File: config.mk
export PLATFORM = sky130hd
export DESIGN_NAME = periph_bus_fabric
export DESIGN_NICKNAME = d
export VERILOG_FILES = /design/src/rtl/periph_bus_pkg.sv /design/src/rtl/periph_addr_match.sv /design/src/rtl/periph_bus_fabric.sv
export SDC_FILE = /design/constraint.sdc
export NUM_CORES = 1
export LEC_CHECK = 0
export CAP_MARGIN = 40
export CORE_AREA = 2 2 119 121
export DETAILED_ROUTE_END_ITERATION = 10
export DIE_AREA = 0 0 121 123
export GPL_TIMING_DRIVEN = 0
export PLACE_DENSITY = 0.83
export SLEW_MARGIN = 25
export SYNTH_ARGS = -nofsm -noshare
export SYNTH_HDL_FRONTEND = slang
export SYNTH_SLANG_ARGS = --single-unit
File: constraint.sdc
create_clock -name i_clk -period 4.1 [get_ports i_clk]
set_input_delay 0.615 -clock i_clk [delete_from_list [all_inputs] [get_ports i_clk]]
set_output_delay 0.615 -clock i_clk [all_outputs]
set_load 0.02 [all_outputs]
File: src/rtl/periph_bus_pkg.sv
// Shared types and default address map for the peripheral bus fabric.
// Holds the transaction state encoding, the error read pattern and the window constants.
// Contains no logic, so it has no latency and no backpressure.
package periph_bus_pkg;

    typedef enum logic [1:0] {
        ST_IDLE = 2'd0,
        ST_WAIT = 2'd1,
        ST_DONE = 2'd2
    } state_t;

    localparam logic [31:0] ERR_DATA_DEF = 32'hDEADBEEF;

    // Default windows. The text window sits inside the BRAM range and overrides it.
    localparam logic [31:0] TEXT_BASE  = 32'h0000FF00;
    localparam logic [31:0] TEXT_MASK  = 32'hFFFFFF80;
    localparam logic [31:0] BRAM_BASE  = 32'h00000000;
    localparam logic [31:0] BRAM_MASK  = 32'hFFFF0000;
    localparam logic [31:0] PSRAM_BASE = 32'h40000000;
    localparam logic [31:0] PSRAM_MASK = 32'hFF800000;

    // Width of a slot index. A single slot still needs a 1-bit index.
    function automatic int idx_w(input int n);
        return (n > 1) ? $clog2(n) : 1;
    endfunction

endpackage

File: src/rtl/periph_addr_match.sv
// Priority address decoder: the lowest-numbered window whose masked base matches wins.
// Purely combinational (zero latency).
// Has no handshake, so backpressure does not apply.
module periph_addr_match
    import periph_bus_pkg::*;
#(
    parameter int                N    = 3,
    parameter int                AW   = 32,
    parameter logic [N*AW-1:0]   BASE = '0,
    parameter logic [N*AW-1:0]   MASK = '0,
    parameter int                IW   = idx_w(N)
) (
    input  logic [AW-1:0] addr_i,
    output logic [N-1:0]  hit_o,
    output logic [IW-1:0] idx_o,
    output logic          vld_o
);

    // Scan from the top down so that a lower index overwrites any higher match.
    always_comb begin
        hit_o = '0;
        idx_o = '0;
        vld_o = 1'b0;
        for (int i = N - 1; i >= 0; i--) begin
            if ((addr_i & MASK[i*AW +: AW]) == BASE[i*AW +: AW]) begin
                hit_o    = '0;
                hit_o[i] = 1'b1;
                idx_o    = IW'(i);
                vld_o    = 1'b1;
            end
        end
    end

endmodule

File: src/rtl/periph_bus_fabric.sv
// Routes one CPU bus transaction at a time to a peripheral selected by priority windows.
// Latency: strobe 1 cycle after accept, ready 1 cycle after slave ready (min 2); unmapped is 1 cycle.
// Requests arriving while o_busy=1 are dropped. Slaves stall freely until the timeout aborts them.
module periph_bus_fabric
    import periph_bus_pkg::*;
#(
    parameter int                         NUM_SLAVES     = 3,
    parameter int                         AW             = 32,
    parameter int                         DW             = 32,
    parameter logic [NUM_SLAVES*AW-1:0]   SLV_BASE       = {PSRAM_BASE, BRAM_BASE, TEXT_BASE},
    parameter logic [NUM_SLAVES*AW-1:0]   SLV_MASK       = {PSRAM_MASK, BRAM_MASK, TEXT_MASK},
    parameter int                         TIMEOUT_CYCLES = 255,
    parameter logic [DW-1:0]              ERR_DATA       = ERR_DATA_DEF
) (
    input  logic                         i_clk,
    input  logic                         i_rst,
    input  logic                         i_stb,
    input  logic                         i_we,
    input  logic [AW-1:0]                i_addr,
    input  logic [DW-1:0]                i_wdata,
    output logic [DW-1:0]                o_rdata,
    output logic                         o_ready,
    output logic                         o_err,
    output logic                         o_busy,
    output logic [NUM_SLAVES-1:0]        o_s_cs,
    output logic                         o_s_stb,
    output logic                         o_s_we,
    output logic [AW-1:0]                o_s_addr,
    output logic [DW-1:0]                o_s_wdata,
    input  logic [NUM_SLAVES*DW-1:0]     i_s_rdata,
    input  logic [NUM_SLAVES-1:0]        i_s_ready
);

    localparam int            IW       = idx_w(NUM_SLAVES);
    localparam int            CW       = $clog2(TIMEOUT_CYCLES + 1);
    localparam logic [CW-1:0] CNT_LAST = CW'(TIMEOUT_CYCLES - 1);

    state_t                  state_q;
    logic [IW-1:0]           sel_q;
    logic [CW-1:0]           cnt_q;
    logic [DW-1:0]           rdata_q;
    logic                    ready_q;
    logic                    err_q;
    logic [NUM_SLAVES-1:0]   s_cs_q;
    logic                    s_stb_q;
    logic                    s_we_q;
    logic [AW-1:0]           s_addr_q;
    logic [DW-1:0]           s_wdata_q;

    logic [NUM_SLAVES-1:0]   m_hit;
    logic [IW-1:0]           m_idx;
    logic                    m_vld;
    logic [AW-1:0]           s_addr_d;
    logic                    sel_rdy;
    logic [DW-1:0]           sel_rdata;

    periph_addr_match #(
        .N    (NUM_SLAVES),
        .AW   (AW),
        .BASE (SLV_BASE),
        .MASK (SLV_MASK),
        .IW   (IW)
    ) u_match (
        .addr_i (i_addr),
        .hit_o  (m_hit),
        .idx_o  (m_idx),
        .vld_o  (m_vld)
    );

    // Slave-local offset: strip the window bits of the winning slot.
    always_comb begin
        s_addr_d = '0;
        for (int i = 0; i < NUM_SLAVES; i++) begin
            if (m_hit[i]) s_addr_d = i_addr & ~SLV_MASK[i*AW +: AW];
        end
    end

    // Only the latched slot may complete the transaction; other ready lines are ignored.
    always_comb begin
        sel_rdy   = 1'b0;
        sel_rdata = '0;
        for (int i = 0; i < NUM_SLAVES; i++) begin
            if (sel_q == IW'(i)) begin
                sel_rdy   = i_s_ready[i];
                sel_rdata = i_s_rdata[i*DW +: DW];
            end
        end
    end

    // Transaction FSM with registered outputs; ready beats timeout on the same cycle.
    always_ff @(posedge i_clk) begin
        if (i_rst) begin
            state_q   <= ST_IDLE;
            sel_q     <= '0;
            cnt_q     <= '0;
            rdata_q   <= '0;
            ready_q   <= 1'b0;
            err_q     <= 1'b0;
            s_cs_q    <= '0;
            s_stb_q   <= 1'b0;
            s_we_q    <= 1'b0;
            s_addr_q  <= '0;
            s_wdata_q <= '0;
        end else begin
            s_stb_q <= 1'b0;
            ready_q <= 1'b0;
            err_q   <= 1'b0;
            case (state_q)
                ST_IDLE: begin
                    if (i_stb) begin
                        if (m_vld) begin
                            state_q   <= ST_WAIT;
                            sel_q     <= m_idx;
                            cnt_q     <= '0;
                            s_cs_q    <= m_hit;
                            s_stb_q   <= 1'b1;
                            s_we_q    <= i_we;
                            s_addr_q  <= s_addr_d;
                            s_wdata_q <= i_wdata;
                        end else begin
                            state_q <= ST_DONE;
                            ready_q <= 1'b1;
                            err_q   <= 1'b1;
                            rdata_q <= ERR_DATA;
                        end
                    end
                end
                ST_WAIT: begin
                    if (sel_rdy) begin
                        state_q <= ST_DONE;
                        ready_q <= 1'b1;
                        rdata_q <= s_we_q ? '0 : sel_rdata;
                        s_cs_q  <= '0;
                        cnt_q   <= '0;
                    end else if (cnt_q == CNT_LAST) begin
                        state_q <= ST_DONE;
                        ready_q <= 1'b1;
                        err_q   <= 1'b1;
                        rdata_q <= ERR_DATA;
                        s_cs_q  <= '0;
                        cnt_q   <= '0;
                    end else begin
                        cnt_q <= cnt_q + CW'(1);
                    end
                end
                ST_DONE: begin
                    state_q <= ST_IDLE;
                end
                default: begin
                    state_q <= ST_IDLE;
                    s_cs_q  <= '0;
                end
            endcase
        end
    end

    assign o_rdata   = rdata_q;
    assign o_ready   = ready_q;
    assign o_err     = err_q;
    assign o_busy    = (state_q != ST_IDLE);
    assign o_s_cs    = s_cs_q;
    assign o_s_stb   = s_stb_q;
    assign o_s_we    = s_we_q;
    assign o_s_addr  = s_addr_q;
    assign o_s_wdata = s_wdata_q;

endmodule

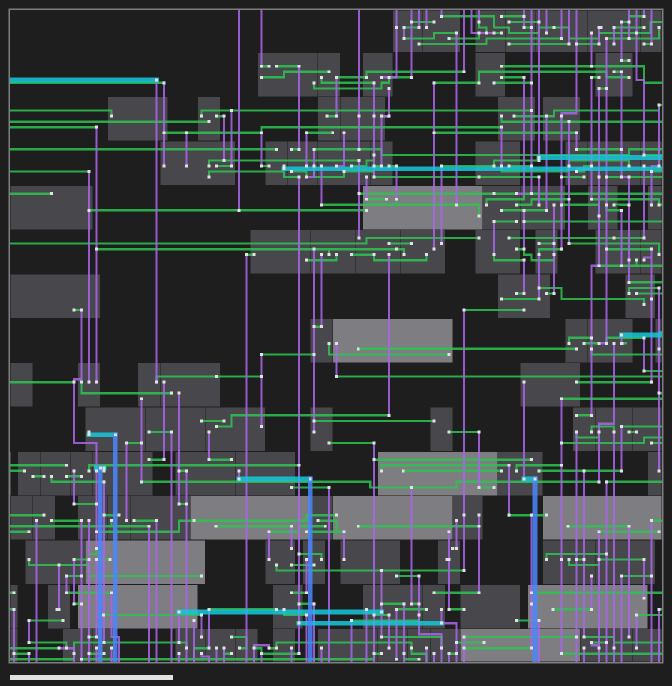
Run 1: a small window of the routed layout
Bar = 10 um. Window x 40 to 80, y 17 to 57 um. Cells in gray, sequential cells in the stronger gray; small squares are vias.
Key: M1 = green; M4 = blue; M3 = cyan; M2 = purple
103 logic cells have their middle in the window. Sequential cells in the window: 10. Most frequent: clkdlybuf4s50_1 (14), o21ai_0 (12), dfxtp_1 (10). Netlist names of flops here include o_rdata (5), o_s_addr (2), sel_q (2).

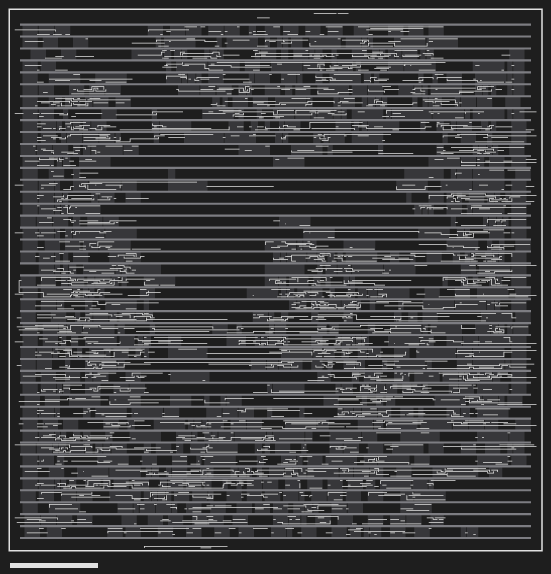
Run 1: the metal 1 layer
Bar = 20 um. Supply wires on this layer in gray.
The layer carries 6,240 um of wire. The longest straight run is 52.0 um. The layer holds 41% of the routed length. The wires run mostly horizontal.

==> notes.md, run 1 <==
Latest figures from synthesis and place and route.

In the final timing run, aggregate negative setup slack is 0 ns. The top cell type by total area after synthesis is sky130_fd_sc_hd__dfxtp_1. Clock skew on the completed layout was measured at approximately 0.0043 ns.

The congestion estimate from routability-driven global placement came to 0.842. The layer flagged by global routing as most heavily used is met2. The quantity of I/O buffers inserted on ports is roughly 260. In the synthesized netlist the dominant register cell turns out to be sky130_fd_sc_hd__dfxtp_1. The flow ran to the end, and the final reports show no timing, DRC or antenna violations. The core outline area is roughly 0.014 mm2. After synthesis, the most frequently instantiated cells are sky130_fd_sc_hd__nand2_1, sky130_fd_sc_hd__dfxtp_1, sky130_fd_sc_hd__a21oi_1. In this build the clock could be raised as far as ~340 MHz. The total buffers and inverters traversed by the critical path is 3.

The startpoint of the most critical setup path is i_addr[26]. For this design the top-level I/O count stands at between 200 and 300. The path class of the lowest-slack min-delay path is flip-flop to flip-flop.

The worst setup path is of the primary input to flip-flop kind. Of the post-synthesis cell area, the dominant cell type holds 0.453. The category of cells accounting for the largest share of critical-path delay is simple AND/OR/NAND/NOR gates. The timing report gives the biggest stage delay along the critical path as 0.57 ns. The H-tree was split into 3 levels. The share of the Yosys chip area taken by registers is 0.453. The later pin in the worst-skew pair is clocked with a latency of 0.34 ns. The pin slew with the least headroom to its limit is about 0.87 ns. The final timing report lists a max-slew violation count of 0. The number of gates resized after CTS is 0.

The highest ir drop seen on vdd is 0.000169 V. The overall die height is around 120 um. Post-route period utilization is reported as 0.719.

Between the synthesized netlist and the finished layout, the area growth was recorded as 67.2%. The average wire per cell in the routed design is approximately 15 um. The overall die width is approximately 120 um. The number of max-cap violations is 0. The startpoint of the tightest hold check path is o_s_addr[7]. In the final report, the number of endpoints failing setup comes to 0. Per the post-synthesis report, the number of cells in the design is between 500 and 600. The length of the first detailed-routing pass in iterations is 4. The sink count of the clock tree is about 110. In the final design database the tool counted 1,013 nets. The remaining antenna violation count is 0. Each instance of the synthesized netlist takes up on average 8.32 um2.

Per the log, the first TritonRoute iteration ended with a DRC count of roughly 210. The worst setup path is launched from a primary input. The timing report gives the clock slew at the launch and capture registers of the worst setup and hold paths as around 0.07 ns. The via count of the first global-routing pass is 4,829. Setup repair after global routing left no endpoint under its margin. The detailed router reported a total wirelength of between 15,000 and 20,000 um. The met2 layer usage reported by global route is 0.367.

The number of enable flip-flop cells is 0. In the floorplan report the effective utilization is 0.344. Counting along the longest clock path gives a buffer depth of 2. The slowest stage of the critical path is the sky130_fd_sc_hd__or4_1 cell. Per the detail_route report, the via count comes to between 4,000 and 5,000. The synthesis stat section lists a flop and latch total of between 100 and 150. The number of different library cells in the post-synthesis netlist is 46. The leakage power of the design is 0.00288 uW. The initial antenna violation count is 0.

The number of antenna diodes in the final layout is 0. Total global-route track usage over all layers is 0.202. The final global-route overflow total is 0. The hold buffer count at CTS is 0. The first global-routing pass estimated roughly 24,000 um of wire. In the Yosys report the total cell count is between 500 and 600. The TritonCTS clock tree is yes. The power density of the placed cells is around 280 mW/mm2. Listed in order, past its start point the critical path passes clkdlybuf4s50_1 > or4_1 > or2_0 > buf_2 > nor3_2 > nor2_1 > clkbuf_1 > a22o_1.

The worst slew slack as a fraction of its limit is 0.415. The cell area that synthesis handed to floorplanning was around 0.0047 mm2. The total of fill cells in the finished design is between 1,000 and 1,500.

Once the clock tree was built, the setup fixing pass inserted 0 buffers. The cell row count is 43. The tool warning count is 27. The chip occupies between 0.01 and 0.015 mm2.

The count of synthesis-stage warnings from yosys is 0. The maximum fanout along the worst path is 10. The data required time of the critical path is approximately 4.3 ns. The total clock buffers created by CTS is 9. The pin count of the biggest net entering global routing is 16.

The final hold violation count is 0. The area figure in the yosys stat output is 0.00468 mm2. The worst hold margin is about 0.45 ns. The via density per instance is about 4.8. For met3 alone, demand over resource in global routing was 0.0544.

For reference, the top cells by area after synthesis are sky130_fd_sc_hd__dfxtp_1, sky130_fd_sc_hd__nand2_1, sky130_fd_sc_hd__a21oi_1. The clock root buffer master is sky130_fd_sc_hd__clkbuf_16. The data arrival time of the worst path is ~3.2 ns. Counting flops with an async set or reset pin after synthesis yields a share of 0. The post-route minimum period is just under 3 ns. The met1 routing resource usage after global routing is 0.226. The synthesis stats list as the most numerous cell sky130_fd_sc_hd__nand2_1. The category of the worst setup path capture point is a flip-flop. The launch point of the worst register-to-register path is recorded as sel_q[0]. The layout summary lists the proportion of cells stronger than drive strength 1 as 0.0342.

Detailed placement ended at an HPWL of approximately 12,000 um. The number of remaining DRC errors is 0.
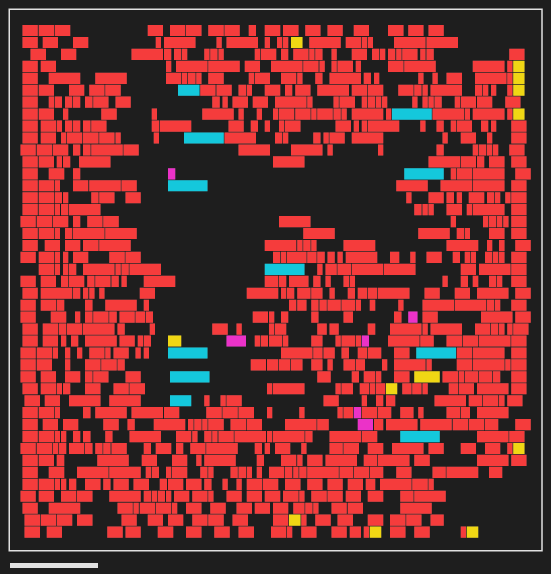
Run 1: cells by drive strength
Bar = 20 um.
Key: x1 and smaller = red [cells 818]; x2 = magenta [cells 6]; x3 and x4 = yellow [cells 12]; x6 and larger = cyan [cells 11]

==> run 1: registers in the layout (all words and copies together), names as in the netlist, 2 cells and up <==
name,flops
o_rdata,32
o_s_wdata,32
o_s_addr,23
cnt_q,8
o_s_cs,3
sel_q,2
state_q,2
==> run 1: path summary, 6_finish.rpt <==
kind                            cells past startpoint  slack [ns]      endpoint
worst max-delay path                                8        1.15  o_s_addr[15]
worst min-delay path                                2        0.45   o_s_addr[7]
worst max register to register                      7        1.66    o_rdata[7]
worst min register to register                      2        0.45   o_s_addr[7]
==> run 1: report_power, final <==
part / switching, uW / internal (uW)
Sequential: 12.7 / 1050
Combinational: 122 / 210
Clock: 368 / 439
Total: 502 / 1700
==> run 1: placed cells by master, fill, tap and decap left out, drive strengths merged, types with 16 or more instances in the layout <==
master,n
dfxtp,106
o211a,24
clkbuf,44
a22o,18
clkdlybuf4s50,261
nor2,39
nand2,107
mux2i,34
a21oi,72
o21ai,46
buf,16
==> run 1: worst reg2reg max path: stages (launching register included) <==
cell and delay, ns:
sky130_fd_sc_hd__dfxtp_1 0.32, sky130_fd_sc_hd__clkbuf_1 0.47, sky130_fd_sc_hd__mux2i_1 0.21, sky130_fd_sc_hd__o21a_1 0.27
sky130_fd_sc_hd__a31oi_1 0.23, sky130_fd_sc_hd__o21a_1 0.31, sky130_fd_sc_hd__clkbuf_1 0.39, sky130_fd_sc_hd__o211a_1 0.19
==> run 1: kinds of logic (layout without fill, tap and decap cells) <==
family	count (synthesis)	count (layout)	share of synthesized area
xor+xnor	2	2	0.00374
fa+ha+maj	2	2	0.00534
simple gates	182	182	0.168
flops	106	106	0.453
buf+inv	58	334	0.0548
mux	34	34	0.0727
other cells	1	9	0.000801
compound gates	178	178	0.241
==> run 1: layer usage <==
layer  up-vias  wire length (um)
li1       2517                 -
met1      2240              6240
met2       194              7710
met3        19              1170
met4         0               280
met5         -                 0
==> run 1: metrics by stage <==
step	setup WS [ns]	instances	instance area, um2	utilization	total power, uW
global route	0.979	1027	7830	0.576	2290
floorplan	1.62	571	4710	-	1190
CTS	1.11	1026	7830	0.575	2230
global placement	0.797	1012	7550	0.555	1420
finish	1.15	1027	7830	0.576	2200
detailed placement	0.748	1012	7560	0.555	1420
==> run 1: final cells by class <==
class | count | area [um2] | area share
repair buffers | 262 | 2620 | 0.334
clock inverters | 2 | 13.8 | 0.00176
well taps | 180 | 225 | 0.0287
clock buffers | 12 | 256 | 0.0327
plain buffers | 47 | 215 | 0.0275
flip-flops and latches | 106 | 2120 | 0.271
multi-input cells | 407 | 2340 | 0.299
inverters | 11 | 41.3 | 0.00527
## Run 2: what changed since run 1
--- a/config.mk
+++ b/config.mk
@@ -10,7 +10,7 @@
 export DETAILED_ROUTE_END_ITERATION = 10
 export DIE_AREA = 0 0 121 123
 export GPL_TIMING_DRIVEN = 0
-export PLACE_DENSITY = 0.83
+export PLACE_DENSITY = 0.86
 export SLEW_MARGIN = 25
 export SYNTH_ARGS = -nofsm -noshare
 export SYNTH_HDL_FRONTEND = slang
==> constraint.sdc (replaced) <==
create_clock -name i_clk -period 2.4 [get_ports i_clk]
set_input_delay 0.36 -clock i_clk [delete_from_list [all_inputs] [get_ports i_clk]]
set_output_delay 0.36 -clock i_clk [all_outputs]
set_load 0.02 [all_outputs]
==> run 2 against run 1 <==
Compared with the run above:
- hold slack hardly changed
- register-to-register slack lost 1.4 ns
- routed wire length fell by 0.27%
- synthesized area unchanged
- total power is 75% higher
- critical path depth is 1 higher
- clock power increased by 82%
- synthesized cell count unchanged
- critical endpoint unchanged
- core utilization rose by 0.74 points
- final area increased by 1.3%
==> notes.md, run 2 <==
Latest figures from synthesis and place and route.

The flow ran to the end, and the final reports show no timing, DRC or antenna violations. The area enclosed by the die boundary came to 0.0149 mm2 (unchanged). The global-route wire length before repair came to 24,000 um (+2.0%).

The initial antenna violation count is 0 (unchanged). The cell row count came to 43 (unchanged). The data arrival time of the worst path came to 2.61 ns (-0.57 ns).

The detailed-placement wirelength estimate is 12,000 um (-1.7%). The worst slew slack as a fraction of its limit is 0.470 (+0.0549). The TritonCTS clock tree is yes. The maximum fanout along the worst path came to 8 (-2).

The gate count of the mapped netlist is 563 (unchanged). The core outline area is 0.0136 mm2 (unchanged). The overall die width is 121 um (unchanged). The number of diodes is 0 (unchanged). The clock root buffer master is sky130_fd_sc_hd__clkbuf_16. The count of instantiated cells in the yosys netlist was 563 (unchanged). The final hold violation count came to 0 (unchanged). sky130_fd_sc_hd__dfxtp_1 takes more of the synthesized area than any other cell. The highest ir drop seen on vdd came to 0.000314 V (+85%).

The CTS clock-pin slew for the worst setup and hold paths is 0.07 ns (about the same). The average wire per cell in the routed design is 14.9 um (-0.46%). The number of remaining DRC errors is 0 (unchanged). The via density per instance was 4.87 (+0.65%). The final wirelength is 15,400 um (-0.27%). By instance count after routing, the leading logic cell types are sky130_fd_sc_hd__clkdlybuf4s50_1, sky130_fd_sc_hd__nand2_1, sky130_fd_sc_hd__dfxtp_1, sky130_fd_sc_hd__a21oi_1, sky130_fd_sc_hd__o21ai_0. The number of enable flip-flop cells is 0 (unchanged). The top-area cell type share of the netlist area is 0.453 (unchanged). The area figure in the yosys stat output is 0.00468 mm2 (unchanged).

The startpoint of the most critical register-to-register path is sel_q[1]. The count of routing violations after the opening detailed-route iteration is 175 (-17%). The vias after detailed routing is 5,012 (+0.85%).

The leakage power of the design is 0.00295 uW (+2.4%). Sorting the synthesized cells by area gives the leading types as sky130_fd_sc_hd__dfxtp_1, sky130_fd_sc_hd__nand2_1, sky130_fd_sc_hd__a21oi_1. The pin slew with the least headroom to its limit was 0.790 ns (-0.0805 ns). The quantity of I/O buffers inserted on ports is 261 (unchanged). The most frequent cell after synthesis is sky130_fd_sc_hd__nand2_1. The insertion delay of the later-clocked pin in the worst-skew pair came to 0.34 ns (about the same).

The placer's final routability congestion estimate is 0.851 (+1.1%). The startpoint of the most critical setup path is i_addr[27]. The number of different library cells in the post-synthesis netlist is 46 (unchanged). The worst hold margin is 0.453 ns (-0.000450 ns). The tool warning count is 29 (+7.4%). Per the run report, area growth between synthesis and finish was 69.4%. The remaining antenna violation count is 0 (unchanged). The worst setup path is launched from a primary input.

The power density of the placed cells is 486 mW/mm2 (+73%). The length of the first detailed-routing pass in iterations is 5 (+1). The mean instance size in the synthesized netlist was 8.32 um2 (unchanged). The via count of the first global-routing pass is 4,947 (+2.4%). The overall die height is 123 um (unchanged). The number of top-level pins came to 271 (unchanged). The count of synthesis-stage warnings from yosys is 0 (unchanged).

The async set-or-reset flop fraction in the synthesized netlist is 0 (unchanged). The count of endpoints failing setup in the final report is 0 (unchanged). STA classifies the critical path endpoint as a flip-flop. The cell area after placement is 0.00756 mm2 (unchanged).

The min-delay analysis places its worst path in the category flip-flop to flip-flop. In the setup report, the worst path falls into the class primary input to flip-flop. The final global-route overflow total is 0 (unchanged). In the synthesized netlist, the cells that appear most often are sky130_fd_sc_hd__nand2_1, sky130_fd_sc_hd__dfxtp_1, sky130_fd_sc_hd__a21oi_1. The number of max-cap violations was 0 (unchanged). The total clock buffers created by CTS is 9 (unchanged).
[run 2: netlist changes by cell type in the layout (fill, tap and decap cells not counted), sizes merged]
cell | before | now
clkbuf | 44 | 37
buf | 16 | 21
bufinv | 0 | 1
clkinv | 3 | 4
clkinvlp | 0 | 1
inv | 10 | 11
[run 2: kinds of logic (layout without fill, tap and decap cells)]
family | after synthesis | in the layout | synth area share
other | 1 | 9 | 0.000801
adders and majority gates | 2 | 2 | 0.00534
DFF | 106 | 106 | 0.453
muxes | 34 | 34 | 0.0727
xor gates and xnor gates | 2 | 2 | 0.00374
buffers and inverters | 58 | 336 | 0.0548
and+or+nand+nor | 182 | 182 | 0.168
AOI/OAI and AO/OA | 178 | 178 | 0.241
[run 2: area by class of cell]
type	instances	area, um2
clock buffers	9	225
clock inverters	6	67.6
multi-input cells	407	2380
plain buffers	46	238
repair buffers	264	2640
flip-flops and latches	106	2120
fillers	1226	5680
well taps	180	225
inverters	11	41.3
[run 2: path summary, 6_finish.rpt]
kind                  end  slack [ns]  cells past startpoint
max          o_s_addr[15]        0.08                      9
max reg2reg    o_rdata[9]        0.27                      7
min           o_s_addr[2]        0.45                      2
min reg2reg   o_s_addr[2]        0.45                      2
[run 2: worst max-delay path, stage by stage]
cell	delay [ns]
sky130_fd_sc_hd__clkdlybuf4s50_1	0.40
sky130_fd_sc_hd__or4_4	0.55
sky130_fd_sc_hd__or2_0	0.23
sky130_fd_sc_hd__buf_4	0.16
sky130_fd_sc_hd__or3_4	0.34
sky130_fd_sc_hd__buf_6	0.15
sky130_fd_sc_hd__nor3_4	0.16
sky130_fd_sc_hd__buf_6	0.14
sky130_fd_sc_hd__a22o_1	0.12
[run 2: power breakdown]
part,switching (uW),internal (uW)
sequential,20.6,1790
clock,661,809
combinational,211,361
[run 2: repair_timing]
action	4_1_cts	5_1_grt
setup buffers	1	1
setup endpoints to repair	90	80
endpoints found under the hold margin	0	0
hold buffers	0	0
gates cloned	0	1
pin swaps	2	6
gates resized	9	26
[run 2: metrics by stage]
step | setup WS [ns] | std cells | util
3_3_place_gp | -0.716 | 1012 | 0.555
4_1_cts | -0.00326 | 1027 | 0.579
3_5_place_dp | -0.725 | 1012 | 0.555
2_1_floorplan | 0.174 | 571 | -
6_report | 0.0812 | 1029 | 0.583
5_1_grt | -0.0107 | 1029 | 0.583
[run 2: metal layers]
| metal | vias to the layer above | part of all wire | track usage |
|---|---|---|---|
| met5 | - | 0 | 0 |
| met3 | 22 | 0.076 | 0.0540 |
| li1 | 2515 | - | - |
| met1 | 2265 | 0.40 | 0.233 |
| met4 | 0 | 0.022 | 0.0734 |
| met2 | 210 | 0.50 | 0.367 |
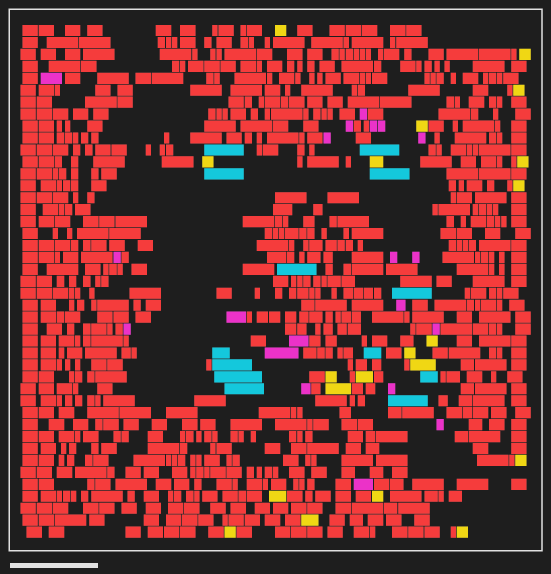
Run 2: cells by drive strength
Bar = 20 um.
Key: x6 and larger = cyan [cells 13]; x2 = magenta [cells 20]; x1 and smaller = red [cells 796]; x3 and x4 = yellow [cells 20]
non-clock buffer count: 310
post-route design area: 0.00794 mm2

Power and IR drop assume default switching activity.
